===== src/rtl/fifo_pkg.sv =====
// Shared constants and types for the circular FIFO.
package fifo_pkg;

  localparam int unsigned DEFAULT_B = 8;
  localparam int unsigned DEFAULT_W = 4;
  localparam int unsigned DEPTH     = 2 ** DEFAULT_W;

  // Accepted-operation encoding: {write accepted, read accepted}.
  typedef enum logic [1:0] {
    OP_IDLE  = 2'b00,
    OP_READ  = 2'b01,
    OP_WRITE = 2'b10,
    OP_BOTH  = 2'b11
  } op_e;

endpackage : fifo_pkg


===== src/rtl/fifo_reg_file.sv =====
// Storage array for the circular FIFO: 2**W words of B bits.
// Ports:
//   clk     - clock, writes on rising edge
//   reset   - async active-low, clears every entry to 0
//   wr_en   - write strobe
//   w_addr  - write address
//   w_data  - write data
//   r_addr  - read address
//   r_data  - combinational read of mem[r_addr]
module fifo_reg_file
  import fifo_pkg::*;
#(
  parameter int unsigned B = DEFAULT_B,
  parameter int unsigned W = DEFAULT_W
) (
  input  logic         clk,
  input  logic         reset,
  input  logic         wr_en,
  input  logic [W-1:0] w_addr,
  input  logic [B-1:0] w_data,
  input  logic [W-1:0] r_addr,
  output logic [B-1:0] r_data
);

  localparam int unsigned NUM_WORDS = 2 ** W;

  logic [B-1:0] mem [NUM_WORDS];

  // Storage write with asynchronous clear.
  always_ff @(posedge clk or negedge reset) begin
    if (!reset) begin
      for (int unsigned i = 0; i < NUM_WORDS; i++) begin
        mem[W'(i)] <= '0;
      end
    end else if (wr_en) begin
      mem[w_addr] <= w_data;
    end
  end

  assign r_data = mem[r_addr];

endmodule : fifo_reg_file


===== src/rtl/circular_fifo.sv =====
// Circular-buffer FIFO with first-word-fall-through read data.
// Ports:
//   clk     - clock
//   reset   - async active-low reset; clears pointers, flags and storage
//   rd      - pop request (ignored while empty)
//   wr      - push request (ignored while full unless rd is also set)
//   w_data  - push data
//   empty   - registered, no stored words
//   full    - registered, 2**W stored words
//   r_data  - oldest stored word (stale when empty)
module circular_fifo
  import fifo_pkg::*;
#(
  parameter int unsigned B = DEFAULT_B,
  parameter int unsigned W = DEFAULT_W
) (
  input  logic         clk,
  input  logic         reset,
  input  logic         rd,
  input  logic         wr,
  input  logic [B-1:0] w_data,
  output logic         empty,
  output logic         full,
  output logic [B-1:0] r_data
);

  logic [W-1:0] w_ptr, w_ptr_next, w_ptr_inc;
  logic [W-1:0] r_ptr, r_ptr_next, r_ptr_inc;
  logic         empty_reg, empty_next;
  logic         full_reg, full_next;
  logic         wr_ok, rd_ok;
  op_e          op;

  // A full FIFO still takes a write when a pop happens in the same cycle:
  // the slot being overwritten is the one being popped.
  assign rd_ok = rd && !empty_reg;
  assign wr_ok = wr && (!full_reg || rd);
  assign op    = op_e'({wr_ok, rd_ok});

  assign w_ptr_inc = w_ptr + W'(1);
  assign r_ptr_inc = r_ptr + W'(1);

  // Pointer and flag next-state.
  always_comb begin
    w_ptr_next = w_ptr;
    r_ptr_next = r_ptr;
    empty_next = empty_reg;
    full_next  = full_reg;
    unique case (op)
      OP_WRITE: begin
        w_ptr_next = w_ptr_inc;
        empty_next = 1'b0;
        full_next  = (w_ptr_inc == r_ptr);
      end
      OP_READ: begin
        r_ptr_next = r_ptr_inc;
        full_next  = 1'b0;
        empty_next = (r_ptr_inc == w_ptr);
      end
      OP_BOTH: begin
        w_ptr_next = w_ptr_inc;
        r_ptr_next = r_ptr_inc;
      end
      default: ;
    endcase
  end

  // Control state registers.
  always_ff @(posedge clk or negedge reset) begin
    if (!reset) begin
      w_ptr     <= '0;
      r_ptr     <= '0;
      empty_reg <= 1'b1;
      full_reg  <= 1'b0;
    end else begin
      w_ptr     <= w_ptr_next;
      r_ptr     <= r_ptr_next;
      empty_reg <= empty_next;
      full_reg  <= full_next;
    end
  end

  assign empty = empty_reg;
  assign full  = full_reg;

  fifo_reg_file #(
    .B (B),
    .W (W)
  ) u_reg_file (
    .clk    (clk),
    .reset  (reset),
    .wr_en  (wr_ok),
    .w_addr (w_ptr),
    .w_data (w_data),
    .r_addr (r_ptr),
    .r_data (r_data)
  );

endmodule : circular_fifo


===== config.mk =====
export PLATFORM = sky130hd
export DESIGN_NAME = circular_fifo
export DESIGN_NICKNAME = d
export VERILOG_FILES = /design/src/rtl/fifo_pkg.sv /design/src/rtl/fifo_reg_file.sv /design/src/rtl/circular_fifo.sv
export SDC_FILE = /design/constraint.sdc
export NUM_CORES = 1
export LEC_CHECK = 0
export CORE_MARGIN = 2
export CORE_UTILIZATION = 55
export DETAILED_ROUTE_END_ITERATION = 8
export PLACE_DENSITY = 0.73
export RECOVER_POWER = 50
export SLEW_MARGIN = 20
export SYNTH_ARGS = -nofsm -noshare
export SYNTH_HDL_FRONTEND = slang
export SYNTH_SLANG_ARGS = --single-unit

===== constraint.sdc =====
create_clock -name clk -period 2.97 [get_ports clk]
set_input_delay 0.594 -clock clk [delete_from_list [all_inputs] [get_ports clk]]
set_output_delay 0.594 -clock clk [all_outputs]
set_load 0.01 [all_outputs]

### Met3 routing, run 1

The bar under the picture is 20 um long. Cells faint in the background.
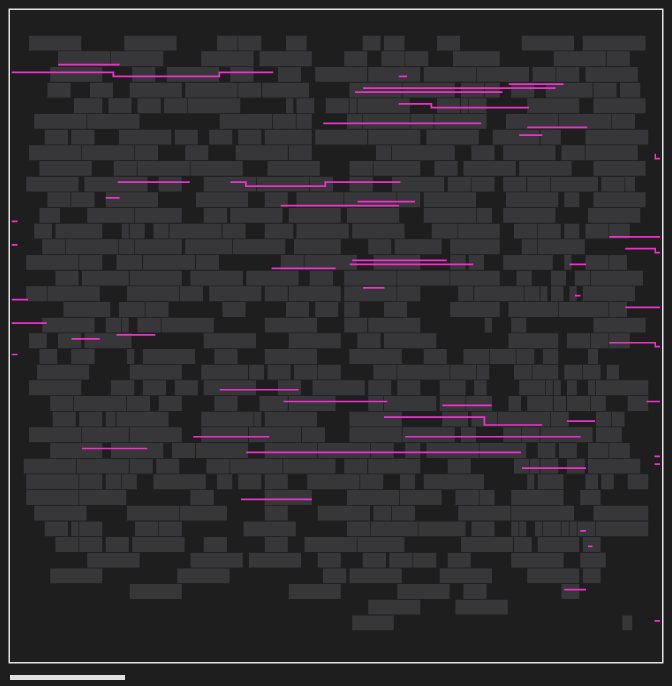
The layer carries 576 um of wire. The wires run mostly horizontal. The longest straight run is 47.4 um. 32 nets have wire on it.
via count: 3762
total wire length: 14100 um
grt met3 use: 5.73%

### Met2 routing, run 1

Cells faint in the background.
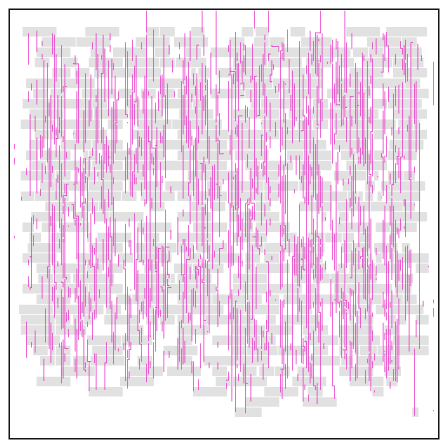
443 nets have wire on it. The layer holds 51% of the routed length. The wires run mostly vertical. The longest straight run is 59.5 um. The layer carries 7240 um of wire.
met2 Use GR: 40.2%

==> flow_summary.yaml, run 1 <==
# implementation run metrics
grt:
  grt_overflow: 0
setup_path:
  critPathCaptureType: "output pin"
  worst_path_largest_cell_delay_ns: 0.50
  worstPathBufferInverterCount: 3
run_status:
  status: "complete, but fails checks"
  violations: "DRC, capacitance limit, slew limit"
min_path:
  hold_path_class: "reg -> reg"
logic_synthesis:
  edf_count: 0
  avgSynthCellArea_um2: 15.8
  synthesis.area_mm2: 0.00656
pwr:
  power.density_mw_per_mm2: 1210
finish:
  top_regs: "u_reg_file.mem (128), r_ptr (4), w_ptr (4)"
clocking:
  clockBufferDepth: 2
final_timing:
  drv_slew: 75
  tns_ns: 0
  relSlewSlack_pct: -25.8
  finalHoldViolCount: 0
  fin_crit_sh_pct: 96.1
route:
  drc_errors: 3
  viasPerCell: 6.19
placed_design:
  gp_congestion: 0.768
run:
  drv_cap: 1
### Metal layers overlaid, run 1

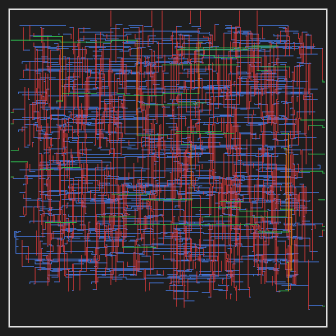
Key: red = metal 2 [wire length 7240 um]; blue = metal 1 [wire length 6060 um]; orange = metal 4 [wire length 187 um]; green = metal 3 [wire length 576 um]
WL per Instance: 23.1 um
Total GRT Usage: 24.5%

### Clock distribution, run 1

The bar under the picture is 20 um long.
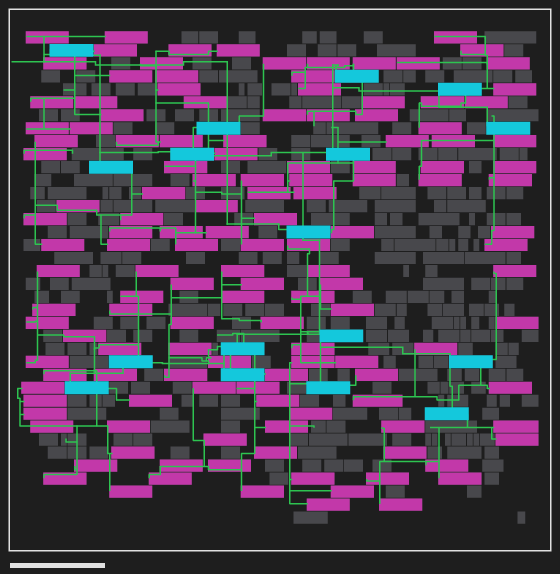
Key: green = clock wires [length 1640 um]; cyan = clock drivers [count 17]; magenta = flip-flops [count 138]
Position of the flops: all over the die.
power share of the clock group: 25.2%
Clock Skew: 0.00738 ns
Clk. pwr: 2.34 mW

## run 1: layout make-up
| cell class | count | area (um^2) |
|---|---|---|
| well taps | 143 | 179 |
| clock buffers | 22 | 474 |
| repair buffers | 45 | 423 |
| fillers | 809 | 3800 |
| multi-input cells | 247 | 2990 |
| clock inverters | 10 | 188 |
| flip-flops and latches | 138 | 3460 |
| inverters | 3 | 11.3 |
## run 1: power groups by stage
stage | clock [mW] | sequential, mW | combinational (mW)
finish | 2.34 | 3.35 | 3.62
floorplan | 0 | 3.10 | 2.74
global route | 2.45 | 3.45 | 3.91
global placement | 0 | 3.34 | 3.52
detailed placement | 0 | 3.38 | 3.60
CTS | 2.37 | 3.34 | 3.64
## run 1: stage by stage
step,area [um^2],worst slack (ns),util [%],cells,hold slack (ns)
after CTS,7720,0.0815,67.0,608,0.220
after global routing,7720,0.00845,67.0,608,0.514
after global placement,7030,0.158,61.0,574,0.482
after floorplan,6560,0.712,-,416,0.298
final,7720,0.117,67.0,608,0.502
after detailed placement,7030,0.122,61.0,574,0.489
## run 1: per-layer routing
layer / wire, um / GRT usage (%) / up-vias
li1: - / - / 1625
met2: 7240 / 40.2 / 80
met3: 576 / 5.73 / 18
met1: 6060 / 32.8 / 2039
met4: 187 / 7.32 / 0
met5: 0 / 0 / -
## run 1: what timing repair did
action / 4_1_cts / 5_1_grt
buffers inserted: 2 / 0
gates cloned: 0 / 0
setup endpoints to repair: 8 / 2
gates resized: 11 / 2
## run 1: kinds of logic after synthesis
logic type	synth area share, %
multiplexers	33.1
buffers and inverters	2.04
AND-OR/OR-AND	2.14
AND/OR/NAND/NOR	6.83
flip-flops	52.7
XOR/XNOR	2.00
adder cells (fa/ha/maj)	1.15
## run 1: synth_stat cells (all sizes together), types with 4 or more instances
library cell    n
buf            12
ha              6
xnor2          10
nor4b           9
nor2b           4
mux2          129
nand4           8
clkbuf         16
nand2          14
xor2            5
mux4           32
dfrtp         137
a22oi          16
## run 1: worst reg2reg max path, cell delays in order (launching register included)
cell     delay (ns)
dfrtp_1        0.49
ha_1           0.40
nand4_2        0.48
mux2_2         0.44
## run 1: path summary, 6_finish.rpt
kind                                      endpoint  slack [ns]  cells after the start
min in group asynchronous                 r_ptr[3]        0.68                      1
worst max-delay path                     r_data[5]        0.12                      6
worst min-delay path            u_reg_file.mem[31]        0.50                      1
worst min register to register  u_reg_file.mem[31]        0.50                      1
max in group asynchronous       u_reg_file.mem[72]        0.91                      2
worst max register to register  u_reg_file.mem[34]        1.05                      3
### Routing congestion, run 1

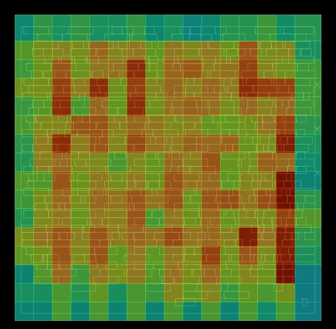

==> run 2, diff against run 1 <==
--- a/config.mk
+++ b/config.mk
@@ -5,10 +5,12 @@
 export SDC_FILE = /design/constraint.sdc
 export NUM_CORES = 1
 export LEC_CHECK = 0
+export CELL_PAD_IN_SITES_DETAIL_PLACEMENT = 2
+export CELL_PAD_IN_SITES_GLOBAL_PLACEMENT = 2
 export CORE_MARGIN = 2
-export CORE_UTILIZATION = 55
+export CORE_UTILIZATION = 49
 export DETAILED_ROUTE_END_ITERATION = 8
-export PLACE_DENSITY = 0.73
+export PLACE_DENSITY_LB_ADDON = 0.1
 export RECOVER_POWER = 50
 export SLEW_MARGIN = 20
 export SYNTH_ARGS = -nofsm -noshare
==> constraint.sdc (replaced) <==
create_clock -name clk -period 2.97 [get_ports clk]
set_input_delay 0.891 -clock clk [delete_from_list [all_inputs] [get_ports clk]]
set_output_delay 0.891 -clock clk [all_outputs]
set_load 0.01 [all_outputs]
### Routing congestion, run 2

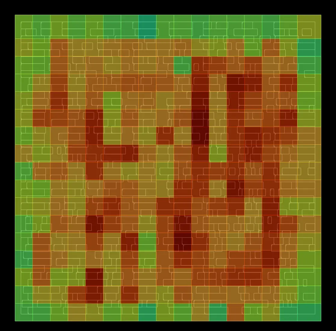
met2 Use GR: 63.4%
GR peak layer: met2
grt met3 use: 9.46%
WL per Instance: 36.9 um

### Clock distribution, run 2

The bar under the picture is 20 um long.
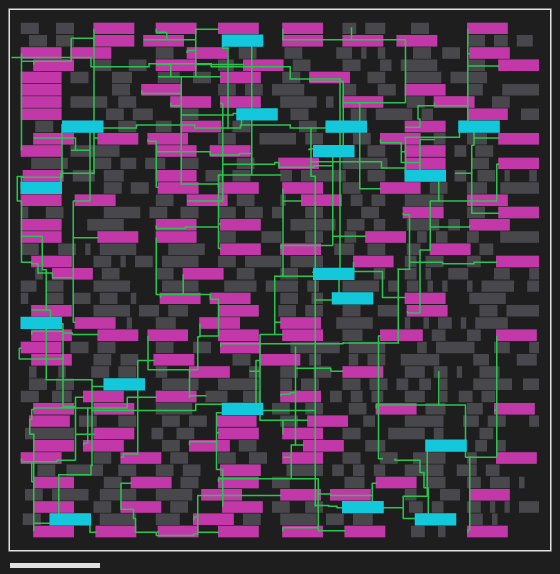
Key: magenta = flip-flops [count 138]; cyan = clock drivers [count 17]; green = clock wires [length 2260 um]
Position of the flops: all over the die.

### Met2 routing, run 2

Cells faint in the background.
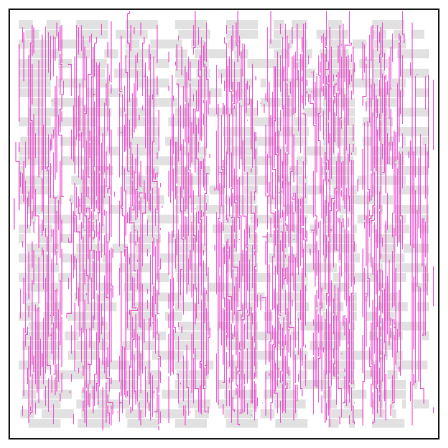
The layer holds 52% of the routed length. The layer carries 13000 um of wire. The longest straight run is 113 um. The wires run mostly vertical.

==> flow_summary.yaml, run 2 <==
# implementation run metrics
placed_design:
  place_area_mm2: 0.00723
  dp_cells: 619
  gp_congestion: 0.819
  place_ws_ns: -0.0130
logic_synthesis:
  topCombFamilyByArea: "multiplexers"
  adder_share_pct: 1.15
  xor_area_share_pct: 2.00
  synth_top_cell_by_count: "dfrtp_1"
  avgSynthCellArea_um2: 15.8
  edf_count: 0
  synth_simple_gate_area_share_pct: 6.83
  synthesis.area_mm2: 0.00656
  ys_sh_aoi_pct: 2.14
  yosys-top-cells-count: "dfrtp_1, mux2_2, mux4_2"
min_path:
  hold_path_class: "reg -> reg"
  min_to: "u_reg_file.mem[21]"
  min_from: "u_reg_file.mem[21]"
  holdPathStages: 1
grt:
  grtUsageTotal_pct: 36.8
  grt_overflow: 0
route:
  vias: 4239
  drc_errors: 0
  routed_wl_um: 24700
clocking:
  clk_pin_slew_ns: 0.07
  insertion_delay_ns: 0.45
  clockBufferDepth: 2
final_timing:
  fin_skew_ns: 0.0121
  holdWs_ns: 0.510
  tns_ns: -1.09
  fin_crit_sh_pct: 106
  setup_violations: 8
  finalHoldViolCount: 0
  setup_ws_ns: -0.167
  drv_slew: 41
  relSlewSlack_pct: -66.6
finish:
  final_util_pct: 62.0
  fin_cells: 669
  synthToLayoutAreaGrowth_pct: 24.2
  drive_gt1_share_pct: 58.6
  largest_reg_flops: 128
  top_regs: "u_reg_file.mem (128), r_ptr (4), w_ptr (4)"
  design_area_mm2: 0.00815
setup_path:
  regToRegEndpoint: "empty"
  r2r_cells: 8
  critPathCaptureType: "output pin"
  r2r_slack_ns: 0.67
pwr:
  power.density_mw_per_mm2: 1330
run_status:
  violations: "capacitance limit, slew limit, setup timing"
  status: "complete, but fails checks"
run:
  drv_cap: 1
[run 2: cell families after synthesis]
| logic type | count (synthesis) |
|---|---|
| adder cells (fa/ha/maj) | 6 |
| AND-OR/OR-AND | 18 |
| AND/OR/NAND/NOR | 47 |
| XOR/XNOR | 15 |
| flip-flops | 138 |
| buffers and inverters | 31 |
| multiplexers | 161 |
[run 2: final cells by class]
cell class / count / area [um^2]
flip-flops and latches: 138 / 3460
clock inverters: 12 / 163
multi-input cells: 247 / 3050
clock buffers: 20 / 467
inverters: 3 / 11.3
well taps: 176 / 220
fillers: 1064 / 4990
repair buffers: 73 / 781
[run 2: timing repair]
item                       CTS  global route
buffers inserted            10             7
gates resized               47            14
pin swaps                   15            10
hold endpoints to repair     0             0
cloned                       3             1
setup endpoints to repair    8             8
[run 2: layer usage]
layer	wire length, um	track usage (%)	vias to the layer above
li1	-	-	1687
met1	9560	44.1	2322
met2	13000	63.4	169
met3	1230	9.46	61
met4	944	15.3	0
met5	0	0	-
[run 2: worst max-delay path by stage]
stage               startpoint         to  slack (ns)  cells after the start
finish                r_ptr[0]  r_data[1]       -0.17                      7
CTS                   r_ptr[0]  r_data[1]       -0.23                      8
global placement      r_ptr[0]  r_data[4]        0.05                      5
detailed placement    r_ptr[0]  r_data[4]       -0.01                      5
global route          r_ptr[0]  r_data[7]       -0.22                      7
floorplan             r_ptr[0]  r_data[4]        0.41                      5
[run 2: critical path, stage by stage, from the launching register on]
cell	delay [ns]
dfrtp_2	0.42
buf_12	0.15
buf_12	0.13
buf_6	0.10
mux4_2	0.51
a22oi_2	0.24
nand2_2	0.11
buf_6	0.13
[run 2: power breakdown]
| group | switching (mW) | internal (mW) | total, mW |
|---|---|---|---|
| clock network | 0.942 | 1.40 | 2.34 |
| logic | 2.33 | 2.53 | 4.85 |
| registers | 0.814 | 2.79 | 3.60 |
| total | 4.08 | 6.72 | 10.8 |
No activity file was given, so power comes from the tool's default toggle rates.
